**Run 1: clock network drawn from the DEF**

Bar = 50 um.
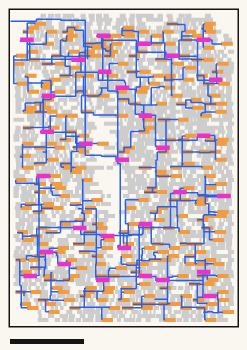
**Run 1: sizing map**

Bar = 50 um.
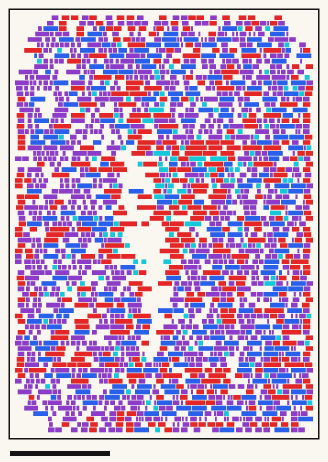
**Run 1: clock nets**

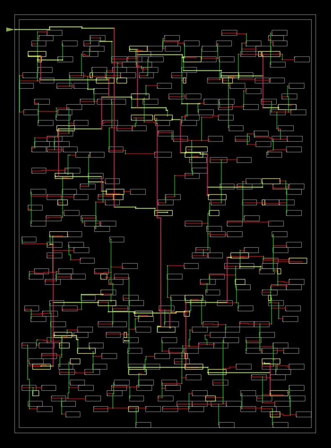
<file path="src/rtl/mem_access_stage_pkg.sv">
// Shared types and widths for the memory-access pipeline stage.
package mem_access_stage_pkg;

    localparam int unsigned N  = 32;
    localparam int unsigned RW = 4;

    typedef enum logic [1:0] {
        IDLE   = 2'd0,
        ACCESS = 2'd1,
        HOLD   = 2'd2
    } mem_state_t;

    typedef struct packed {
        logic [N-1:0]  result;
        logic [N-1:0]  ax;
        logic [N-1:0]  ay;
        logic [RW-1:0] rd;
        logic          reg_write;
    } mem_wb_interface_t;

    // A bundle needs the data port when it loads, stores, or both.
    function automatic logic is_mem_op(input logic mem_read, input logic mem_write);
        return mem_read | mem_write;
    endfunction

endpackage

</file>
<file path="src/rtl/mem_access_stage_if.sv">
// Execute-side, data-memory and writeback-side signals of the memory-access stage.
interface mem_access_stage_if;
    import mem_access_stage_pkg::*;

    logic          in_valid;
    logic          in_ready;
    logic [N-1:0]  in_alu_result;
    logic [N-1:0]  in_wd;
    logic [N-1:0]  in_ax;
    logic [N-1:0]  in_ay;
    logic [RW-1:0] in_rd;
    logic          in_reg_write;
    logic          in_mem_read;
    logic          in_mem_write;

    logic          mem_req;
    logic          mem_we;
    logic [N-1:0]  mem_addr;
    logic [N-1:0]  mem_wdata;
    logic          mem_ack;
    logic [N-1:0]  mem_rdata;

    logic          out_valid;
    logic          out_ready;
    logic [N-1:0]  out_result;
    logic [N-1:0]  out_ax;
    logic [N-1:0]  out_ay;
    logic [RW-1:0] out_rd;
    logic          out_reg_write;

    logic [N-1:0]  fwd_mem;
    logic          stall;

    modport slave (
        input  in_valid, in_alu_result, in_wd, in_ax, in_ay, in_rd,
               in_reg_write, in_mem_read, in_mem_write,
               mem_ack, mem_rdata, out_ready,
        output in_ready, mem_req, mem_we, mem_addr, mem_wdata,
               out_valid, out_result, out_ax, out_ay, out_rd, out_reg_write,
               fwd_mem, stall
    );

    modport master (
        output in_valid, in_alu_result, in_wd, in_ax, in_ay, in_rd,
               in_reg_write, in_mem_read, in_mem_write,
               mem_ack, mem_rdata, out_ready,
        input  in_ready, mem_req, mem_we, mem_addr, mem_wdata,
               out_valid, out_result, out_ax, out_ay, out_rd, out_reg_write,
               fwd_mem, stall
    );

endinterface

</file>
<file path="src/rtl/mem_access_stage_mem_req_fsm.sv">
// Stage state machine: owns the data-memory request registers and detects
// the completion pulse of the outstanding access.
module mem_access_stage_mem_req_fsm
    import mem_access_stage_pkg::*;
(
    input  logic         clk,
    input  logic         rst,
    input  logic         start_i,
    input  logic         start_we_i,
    input  logic [N-1:0] start_addr_i,
    input  logic [N-1:0] start_wdata_i,
    input  logic         mem_ack_i,
    input  logic         out_ready_i,
    output mem_state_t   state_o,
    output logic         ack_hit_c_o,
    output logic         mem_req_o,
    output logic         mem_we_o,
    output logic [N-1:0] mem_addr_o,
    output logic [N-1:0] mem_wdata_o
);

    mem_state_t   state_q, state_d;
    logic         req_q, req_d;
    logic         we_q, we_d;
    logic [N-1:0] addr_q, addr_d;
    logic [N-1:0] wdata_q, wdata_d;
    logic         ack_hit;

    // Acks outside an outstanding request are stray and ignored.
    assign ack_hit = (state_q == ACCESS) && req_q && mem_ack_i;

    always_comb begin
        state_d = state_q;
        req_d   = req_q;
        we_d    = we_q;
        addr_d  = addr_q;
        wdata_d = wdata_q;
        unique case (state_q)
            IDLE: begin
                if (start_i) begin
                    state_d = ACCESS;
                    req_d   = 1'b1;
                    we_d    = start_we_i;
                    addr_d  = start_addr_i;
                    wdata_d = start_wdata_i;
                end
            end
            ACCESS: begin
                if (ack_hit) begin
                    req_d   = 1'b0;
                    state_d = out_ready_i ? IDLE : HOLD;
                end
            end
            HOLD: begin
                if (out_ready_i) begin
                    state_d = IDLE;
                end
            end
            default: state_d = IDLE;
        endcase
    end

    always_ff @(posedge clk) begin
        if (!rst) begin
            state_q <= IDLE;
            req_q   <= 1'b0;
            we_q    <= 1'b0;
            addr_q  <= '0;
            wdata_q <= '0;
        end else begin
            state_q <= state_d;
            req_q   <= req_d;
            we_q    <= we_d;
            addr_q  <= addr_d;
            wdata_q <= wdata_d;
        end
    end

    assign state_o     = state_q;
    assign ack_hit_c_o = ack_hit;
    assign mem_req_o   = req_q;
    assign mem_we_o    = we_q;
    assign mem_addr_o  = addr_q;
    assign mem_wdata_o = wdata_q;

endmodule

</file>
<file path="src/rtl/mem_access_stage.sv">
// Memory-access pipeline stage: captures an execute bundle, performs the
// optional load/store, and presents the registered result to writeback.
module mem_access_stage
    import mem_access_stage_pkg::*;
(
    input  logic               clk,
    input  logic               rst,
    mem_access_stage_if.slave  bus
);

    mem_state_t        state;
    logic              ack_hit_c;
    logic              mem_we;
    logic              in_ready_c;
    logic              xfer_c;
    logic              mem_op_c;
    logic              start_c;
    mem_wb_interface_t bundle_c;

    mem_wb_interface_t cap_q, cap_d;
    mem_wb_interface_t out_q, out_d;
    logic              out_valid_q, out_valid_d;
    logic [N-1:0]      fwd_q, fwd_d;

    assign in_ready_c = (state == IDLE) && (!out_valid_q || bus.out_ready);
    assign xfer_c     = bus.in_valid && in_ready_c;
    assign mem_op_c   = is_mem_op(bus.in_mem_read, bus.in_mem_write);
    assign start_c    = xfer_c && mem_op_c;
    assign bundle_c   = '{result:    bus.in_alu_result,
                          ax:        bus.in_ax,
                          ay:        bus.in_ay,
                          rd:        bus.in_rd,
                          reg_write: bus.in_reg_write};

    // A combined read+write goes out as a store.
    mem_access_stage_mem_req_fsm u_fsm (
        .clk           (clk),
        .rst           (rst),
        .start_i       (start_c),
        .start_we_i    (bus.in_mem_write),
        .start_addr_i  (bus.in_alu_result),
        .start_wdata_i (bus.in_wd),
        .mem_ack_i     (bus.mem_ack),
        .out_ready_i   (bus.out_ready),
        .state_o       (state),
        .ack_hit_c_o   (ack_hit_c),
        .mem_req_o     (bus.mem_req),
        .mem_we_o      (mem_we),
        .mem_addr_o    (bus.mem_addr),
        .mem_wdata_o   (bus.mem_wdata)
    );

    always_comb begin
        cap_d       = cap_q;
        out_d       = out_q;
        fwd_d       = fwd_q;
        out_valid_d = out_valid_q && !bus.out_ready;
        if (!out_valid_d) begin
            out_d.reg_write = 1'b0;
        end
        if (xfer_c) begin
            cap_d = bundle_c;
            fwd_d = bus.in_alu_result;
            if (!mem_op_c) begin
                out_d       = bundle_c;
                out_valid_d = 1'b1;
            end
        end
        // Stores retire the captured ALU result and never write a register.
        if (ack_hit_c) begin
            out_d       = cap_q;
            out_valid_d = 1'b1;
            if (mem_we) begin
                out_d.reg_write = 1'b0;
            end else begin
                out_d.result = bus.mem_rdata;
                fwd_d        = bus.mem_rdata;
            end
        end
    end

    always_ff @(posedge clk) begin
        if (!rst) begin
            cap_q       <= '0;
            out_q       <= '0;
            out_valid_q <= 1'b0;
            fwd_q       <= '0;
        end else begin
            cap_q       <= cap_d;
            out_q       <= out_d;
            out_valid_q <= out_valid_d;
            fwd_q       <= fwd_d;
        end
    end

    assign bus.in_ready      = in_ready_c;
    assign bus.stall         = bus.in_valid && !in_ready_c;
    assign bus.mem_we        = mem_we;
    assign bus.out_valid     = out_valid_q;
    assign bus.out_result    = out_q.result;
    assign bus.out_ax        = out_q.ax;
    assign bus.out_ay        = out_q.ay;
    assign bus.out_rd        = out_q.rd;
    assign bus.out_reg_write = out_q.reg_write;
    assign bus.fwd_mem       = fwd_q;

endmodule

</file>
<file path="src/flat_wrapper.sv">
// flat-port wrapper written by rule: the top's interface ports become plain ports
module mem_access_stage_flat import mem_access_stage_pkg::*;
  (clk, rst, bus_in_valid, bus_in_alu_result, bus_in_wd, bus_in_ax, bus_in_ay, bus_in_rd, bus_in_reg_write, bus_in_mem_read, bus_in_mem_write, bus_mem_ack, bus_mem_rdata, bus_out_ready, bus_in_ready, bus_mem_req, bus_mem_we, bus_mem_addr, bus_mem_wdata, bus_out_valid, bus_out_result, bus_out_ax, bus_out_ay, bus_out_rd, bus_out_reg_write, bus_fwd_mem, bus_stall);
  mem_access_stage_if bus_i ();
  input  logic clk;
  input  logic rst;
  input wire logic [$bits(bus_i.in_valid)-1:0] bus_in_valid;
  input wire logic [$bits(bus_i.in_alu_result)-1:0] bus_in_alu_result;
  input wire logic [$bits(bus_i.in_wd)-1:0] bus_in_wd;
  input wire logic [$bits(bus_i.in_ax)-1:0] bus_in_ax;
  input wire logic [$bits(bus_i.in_ay)-1:0] bus_in_ay;
  input wire logic [$bits(bus_i.in_rd)-1:0] bus_in_rd;
  input wire logic [$bits(bus_i.in_reg_write)-1:0] bus_in_reg_write;
  input wire logic [$bits(bus_i.in_mem_read)-1:0] bus_in_mem_read;
  input wire logic [$bits(bus_i.in_mem_write)-1:0] bus_in_mem_write;
  input wire logic [$bits(bus_i.mem_ack)-1:0] bus_mem_ack;
  input wire logic [$bits(bus_i.mem_rdata)-1:0] bus_mem_rdata;
  input wire logic [$bits(bus_i.out_ready)-1:0] bus_out_ready;
  output wire logic [$bits(bus_i.in_ready)-1:0] bus_in_ready;
  output wire logic [$bits(bus_i.mem_req)-1:0] bus_mem_req;
  output wire logic [$bits(bus_i.mem_we)-1:0] bus_mem_we;
  output wire logic [$bits(bus_i.mem_addr)-1:0] bus_mem_addr;
  output wire logic [$bits(bus_i.mem_wdata)-1:0] bus_mem_wdata;
  output wire logic [$bits(bus_i.out_valid)-1:0] bus_out_valid;
  output wire logic [$bits(bus_i.out_result)-1:0] bus_out_result;
  output wire logic [$bits(bus_i.out_ax)-1:0] bus_out_ax;
  output wire logic [$bits(bus_i.out_ay)-1:0] bus_out_ay;
  output wire logic [$bits(bus_i.out_rd)-1:0] bus_out_rd;
  output wire logic [$bits(bus_i.out_reg_write)-1:0] bus_out_reg_write;
  output wire logic [$bits(bus_i.fwd_mem)-1:0] bus_fwd_mem;
  output wire logic [$bits(bus_i.stall)-1:0] bus_stall;
  assign bus_i.in_valid = bus_in_valid;
  assign bus_i.in_alu_result = bus_in_alu_result;
  assign bus_i.in_wd = bus_in_wd;
  assign bus_i.in_ax = bus_in_ax;
  assign bus_i.in_ay = bus_in_ay;
  assign bus_i.in_rd = bus_in_rd;
  assign bus_i.in_reg_write = bus_in_reg_write;
  assign bus_i.in_mem_read = bus_in_mem_read;
  assign bus_i.in_mem_write = bus_in_mem_write;
  assign bus_i.mem_ack = bus_mem_ack;
  assign bus_i.mem_rdata = bus_mem_rdata;
  assign bus_i.out_ready = bus_out_ready;
  assign bus_in_ready = bus_i.in_ready;
  assign bus_mem_req = bus_i.mem_req;
  assign bus_mem_we = bus_i.mem_we;
  assign bus_mem_addr = bus_i.mem_addr;
  assign bus_mem_wdata = bus_i.mem_wdata;
  assign bus_out_valid = bus_i.out_valid;
  assign bus_out_result = bus_i.out_result;
  assign bus_out_ax = bus_i.out_ax;
  assign bus_out_ay = bus_i.out_ay;
  assign bus_out_rd = bus_i.out_rd;
  assign bus_out_reg_write = bus_i.out_reg_write;
  assign bus_fwd_mem = bus_i.fwd_mem;
  assign bus_stall = bus_i.stall;
  mem_access_stage u_core (.clk(clk), .rst(rst), .bus(bus_i));
endmodule
</file>
<file path="config.mk">
export PLATFORM = sky130hd
export DESIGN_NAME = mem_access_stage_flat
export DESIGN_NICKNAME = d
export VERILOG_FILES = /design/src/rtl/mem_access_stage_pkg.sv /design/src/rtl/mem_access_stage_if.sv /design/src/rtl/mem_access_stage_mem_req_fsm.sv /design/src/rtl/mem_access_stage.sv /design/src/flat_wrapper.sv
export SDC_FILE = /design/constraint.sdc
export NUM_CORES = 1
export LEC_CHECK = 0
export ABC_AREA = 0
export CORE_ASPECT_RATIO = 1.4
export CORE_MARGIN = 2
export CORE_UTILIZATION = 44
export CTS_CLUSTER_DIAMETER = 150
export DETAILED_ROUTE_END_ITERATION = 12
export PLACE_DENSITY_LB_ADDON = 0.08
export SETUP_SLACK_MARGIN = 0.4
export SYNTH_ARGS = -nofsm -noshare
export SYNTH_HDL_FRONTEND = slang
export SYNTH_SLANG_ARGS = --single-unit
</file>
<file path="constraint.sdc">
create_clock -name clk -period 1.5 [get_ports clk]
set_input_delay 0.15 -clock clk [delete_from_list [all_inputs] [get_ports clk]]
set_output_delay 0.15 -clock clk [all_outputs]
set_load 0.01 [all_outputs]
</file>
==> results_slide.txt, run 1 <==
Flow Results at a Glance

Run status
  • Outcome: complete, but fails checks
  • Failing checks: negative setup slack

Pwr
  • Sequential power: 9.03 mW
  • Flop pwr share: 0.403
  • Clk pwr: 8.03 mW
  • Design Power: 22.4 mW
  • Switching portion of total power: 0.275
  • Pwr Density: 977 mW/mm^2
  • P_leak: 8.96 nW
  • Combinational power: 5.33 mW
  • Logic pwr share: 0.238

Worst hold path
  • Worst hold path class: in2reg
  • Hold Path Depth: 4

Critical path
  • CP Launch Point: u_core.u_fsm.state_o[1]$_SDFFE_PN0P_
  • CP required: 2010 ps
  • Top Family by Delay on Critical Path: buffers and inverters
  • CP Data Arrival Time: 2230 ps
  • CP max stage delay: 330 ps
  • Critical-path maximum fanout: 10
  • RR Endpoint: u_core.cap_q[43]$_SDFFE_PN0P_
  • Critical-path cell list: buf_6, buf_6, nor2_4, buf_4, buf_12, clkbuf_16, clkbuf_16, nand4_1, a21oi_2
  • FF-to-FF path depth: 9
  • Crit. End Element: flop
  • Buf+Inv Stages, Crit Path: 6
  • CP Depth: 9
  • Slowest cell on the critical path: dfxtp_2

Global routing
  • Maximum number of pins on one net before global-route repair: 75
  • GRT met2 Usage: 0.509
  • Met1 Usage GRT: 0.384
  • Vias in the first global route: 14.5k
  • First-pass GRT wire length: 81,400 um
  • Met3 Usage GRT: 0.0436
  • Global route hottest layer: met2
  • Initial antenna violation count: 5

Routing
  • Vias per cell: 6.41
  • Vias: 15.7k
  • Top routing layer in use: met4
  • Metal-1 WL: 21,500 um
  • Initial drt markers: 1,569
  • DRC: 0
  • WL per Instance: 22.9 um
  • Initial DRT Pass Iterations: 6
  • Met2 wire len: 28,000 um
  • Routed wire length on met3: 4530 um
  • Antenna viol nets, final: 0
  • Post-Route WL: 56,200 um

Cells and area
  • Biggest Area Class: non-clock buffers
  • Largest Register: u_core.cap_q
  • Layout cells sized above 1: 0.381
  • Layout area overhead: 64.3%
  • Flop share of the area: 0.276
  • Top Layout Cells: buf_6, dfxtp_2, o31ai_1
  • Nets: 2,201
  • Clock-cell share: 0.0457
  • Multi-In Gates: 1,055
  • Logic inverters: 3
  • Logic share of the area: 0.316
  • Filler cells: 2,328
  • Non-CTS buffers: 635
  • Max FFs per register: 101
  • Ant. Diodes: 5
  • Logic area: 0.00724 mm^2
  • Highest-count logic cell in the final layout: buf_6
  • Signal buffers share of area: 0.339
  • Clock tree buffer count of the final layout: 49
  • Post-Layout Cell Count: 2,452
  • Fin util: 0.730

Die
  • # IOs: 374
  • Chip height: 215 um
  • Die width: 155 um
  • Num rows: 77
  • Die Area: 0.0332 mm^2

Yosys
  • Cell Area, Synth: 0.0140 mm^2
  • Top area contributor share: 0.435
  • Post-synth area hogs: dfxtp_1, o31ai_1, nand4_1, mux2i_1, a21oi_1
  • Yosys chip area: 0.0140 mm^2
  • Mean Syn Cell Area: 8.77 um^2
  • Netlist cell types: 33
  • Ys async rst share: 0
  • Main flop type: dfxtp_1
  • #FFs+latches synth: 303
  • Cell accounting for the most synthesized area: dfxtp_1
  • Top-count cell post-synth: dfxtp_1
  • Mux cell area share: 0.0689
  • Synth warnings: 0
  • XOR Share, Synth: 0
  • Ao+oa area frac: 0.275
  • Synth Area in Adders: 0
  • Top logic family: AND-OR/OR-AND gates
  • EDFF count, synth: 0
  • Top cells by count: dfxtp_1, o31ai_1, nand4_1
  • Post-Synth Simple-Gate Area: 0.152

Clock tree
  • Sink Count: 303
  • Post_cts resized: 1,284
  • CTS tree: yes
  • Root Buffer: clkbuf_16
  • # H-tree levels: 1
  • Postcts setup bufs: 40
  • Cts-stage hold buffer count: 1

Placed design
  • Post-DP HPWL: 32,100 um
  • Dpl ws: -389 ps
  • DP Cell Count: 2,270
  • Placer Congestion: 0.837

Final timing
  • WHS: 58.7 ps
  • Minimum clock period: 1720 ps
  • Slew @ Worst Pin: 652 ps
  • RSZ-0062 raised after global routing: true
  • Cycle use final: 1.15
  • Final hold violation count: 0
  • Final Max Slew Viols: 0
  • Fin Setup TNS: -31,950 ps
  • Worst setup margin: -219 ps
  • Final setup vio count: 300

Job
  • Tally of OpenROAD warnings: 29
-- 'clock network drawn from the DEF' (at the start) --
[magenta] clock-net drivers | count: 31
[blue] clock wires | length: 3,950 um
[orange] flip-flops | count: 303
flops lie: all over the die
routed clock nets: 32

-- 'sizing map' (at the start) --
| color | size | cells | share |
|---|---|---|---|
| cyan | x3 and x4 | 136 | 6.6% |
| red | x6 and larger | 394 | 19% |
| purple | x1 and smaller | 1,271 | 62% |
| blue | x2 | 251 | 12% |

-- 'clock nets' (at the start) --
clk_skew: 15.7 ps
clk_lat worst skew: 580 ps

==> run 2: changes to the inputs <==
--- a/config.mk
+++ b/config.mk
@@ -5,7 +5,6 @@
 export SDC_FILE = /design/constraint.sdc
 export NUM_CORES = 1
 export LEC_CHECK = 0
-export ABC_AREA = 0
 export CORE_ASPECT_RATIO = 1.4
 export CORE_MARGIN = 2
 export CORE_UTILIZATION = 44
**Run 2: clock nets**

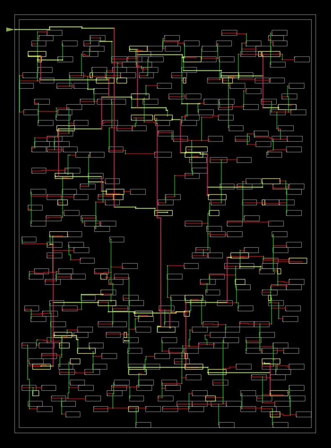
clock tree buffer count of the final layout: 49
Sink Count: 303
Inserted Clock Buffers: 31
clk pwr: 8.03 mW
Seq cells: 303

**Run 2: where the registers sit**

Bar = 50 um. Other sequential cells in the stronger gray, the rest of the logic in the fainter gray.
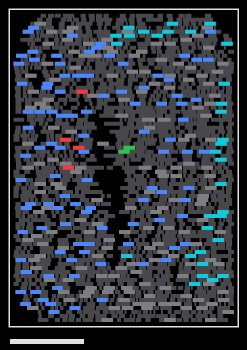
| color | netlist name | sequential cells |
|---|---|---|
| blue | `u_core.cap_q` | 101 |
| red | `u_core.bus.out_rd` | 4 |
| cyan | `u_core.u_fsm.mem_addr_o` | 32 |
| green | `u_core.u_fsm.state_o` | 2 |

==> run 2 against run 1 <==
- highest routed layer unchanged
- maximum frequency unchanged
- synthesized cell count is the same
- synthesized area unchanged
- largest power group unchanged
- the flow still finishes with violations (negative setup slack)
- total power did not move
- clock power about the same
- wire length unchanged
- critical path type unchanged
- register-to-register slack barely moved
==> results_slide.txt, run 2 <==
Flow Results at a Glance

Run status
  • Outcome: complete, but fails checks (unchanged)
  • Failing checks: negative setup slack (unchanged)

Pwr
  • Combinational power: 5.33 mW (about the same)
  • Flop pwr share: 0.403 (about the same)
  • Design Power: 22.4 mW (unchanged)
  • Logic pwr share: 0.238 (about the same)

Final timing
  • Final Max Slew Viols: 0 (unchanged)
  • WHS: 58.7 ps (unchanged)
  • Clk_skew: 15.7 ps (unchanged)
  • Worst setup margin: -219 ps (unchanged)
  • Final setup vio count: 300 (unchanged)
  • RSZ-0062 raised after global routing: true (unchanged)
  • Final hold violation count: 0 (unchanged)
  • Slew @ Worst Pin: 652 ps (unchanged)
  • Fin Setup TNS: -31,950 ps (unchanged)

Global routing
  • Met1 Usage GRT: 0.384 (unchanged)
  • Global route hottest layer: met2 (unchanged)
  • GRT met2 Usage: 0.509 (unchanged)
  • Initial antenna violation count: 5 (unchanged)

Placed design
  • Placer Congestion: 0.837 (unchanged)
  • DP Cell Count: 2,270 (unchanged)
  • Post-DP HPWL: 32,100 um (unchanged)
  • Dpl ws: -389 ps (unchanged)

Cells and area
  • Nets: 2,201 (unchanged)
  • Ant. Diodes: 5 (unchanged)
  • Flop share of the area: 0.276 (unchanged)
  • Logic area: 0.00724 mm^2 (unchanged)
  • Biggest Area Class: non-clock buffers (unchanged)
  • Signal buffers share of area: 0.339 (unchanged)
  • Post-Layout Cell Count: 2,452 (unchanged)
  • Largest Register: u_core.cap_q (unchanged)

Yosys
  • Post-synth area hogs: dfxtp_1, o31ai_1, nand4_1, mux2i_1, a21oi_1 (unchanged)
  • Yosys chip area: 0.0140 mm^2 (unchanged)
  • Top cells by count: dfxtp_1, o31ai_1, nand4_1 (unchanged)
  • Mux cell area share: 0.0689 (unchanged)
  • Top-count cell post-synth: dfxtp_1 (unchanged)
  • EDFF count, synth: 0 (unchanged)
  • Synth Area in Adders: 0 (unchanged)
  • Mean Syn Cell Area: 8.77 um^2 (unchanged)
  • Cell accounting for the most synthesized area: dfxtp_1 (unchanged)
  • Cell Area, Synth: 0.0140 mm^2 (unchanged)
  • Ys async rst share: 0 (unchanged)
  • Synth warnings: 0 (unchanged)

Critical path
  • CP Launch Point: u_core.u_fsm.state_o[1]$_SDFFE_PN0P_ (unchanged)
  • Top Family by Delay on Critical Path: buffers and inverters (unchanged)
  • CP required: 2010 ps (about the same)
  • Critical-path maximum fanout: 10 (unchanged)
  • CP max stage delay: 330 ps (about the same)
  • FF-to-FF path depth: 9 (unchanged)
  • Slowest cell on the critical path: dfxtp_2 (unchanged)
  • Critical-path cell list: buf_6, buf_6, nor2_4, buf_4, buf_12, clkbuf_16, clkbuf_16, nand4_1, a21oi_2 (unchanged)
  • RR Endpoint: u_core.cap_q[43]$_SDFFE_PN0P_ (unchanged)
  • CP Depth: 9 (unchanged)

Routing
  • Met2 wire len: 28,000 um (unchanged)
  • Post-Route WL: 56,200 um (unchanged)
  • Initial DRT Pass Iterations: 6 (unchanged)
  • Vias per cell: 6.41 (unchanged)
  • Antenna viol nets, final: 0 (unchanged)
  • Vias: 15.7k (unchanged)

Clock tree
  • # H-tree levels: 1 (unchanged)
  • Root Buffer: clkbuf_16 (unchanged)
  • Cts-stage hold buffer count: 1 (unchanged)

Die
  • Chip height: 215 um (unchanged)
  • Die Area: 0.0332 mm^2 (unchanged)
  • Num rows: 77 (unchanged)

Worst hold path
  • Worst hold path class: in2reg (unchanged)
  • Hold Path Depth: 4 (unchanged)
**Run 2: layout detail**

Region (101, 39) to (131, 69) um. Cells in gray, sequential cells in the stronger gray; small squares are vias.
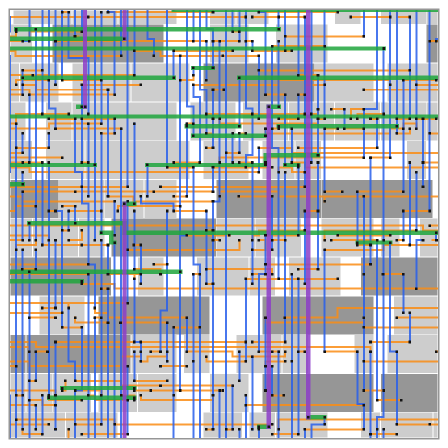
| color | layer |
|---|---|
| purple | M4 |
| orange | M1 |
| blue | M2 |
| green | M3 |
sequential cells in the window: 12
most frequent: dfxtp_2 (9), o31ai_1 (8), mux2i_1 (7)
netlist names of flops here include: `u_core.bus.out_result` (4), `u_core.cap_q` (3), `u_core.u_fsm.mem_addr_o` (3)
cells with their middle in the window: 68

No activity file was given, so power comes from the tool's default toggle rates.
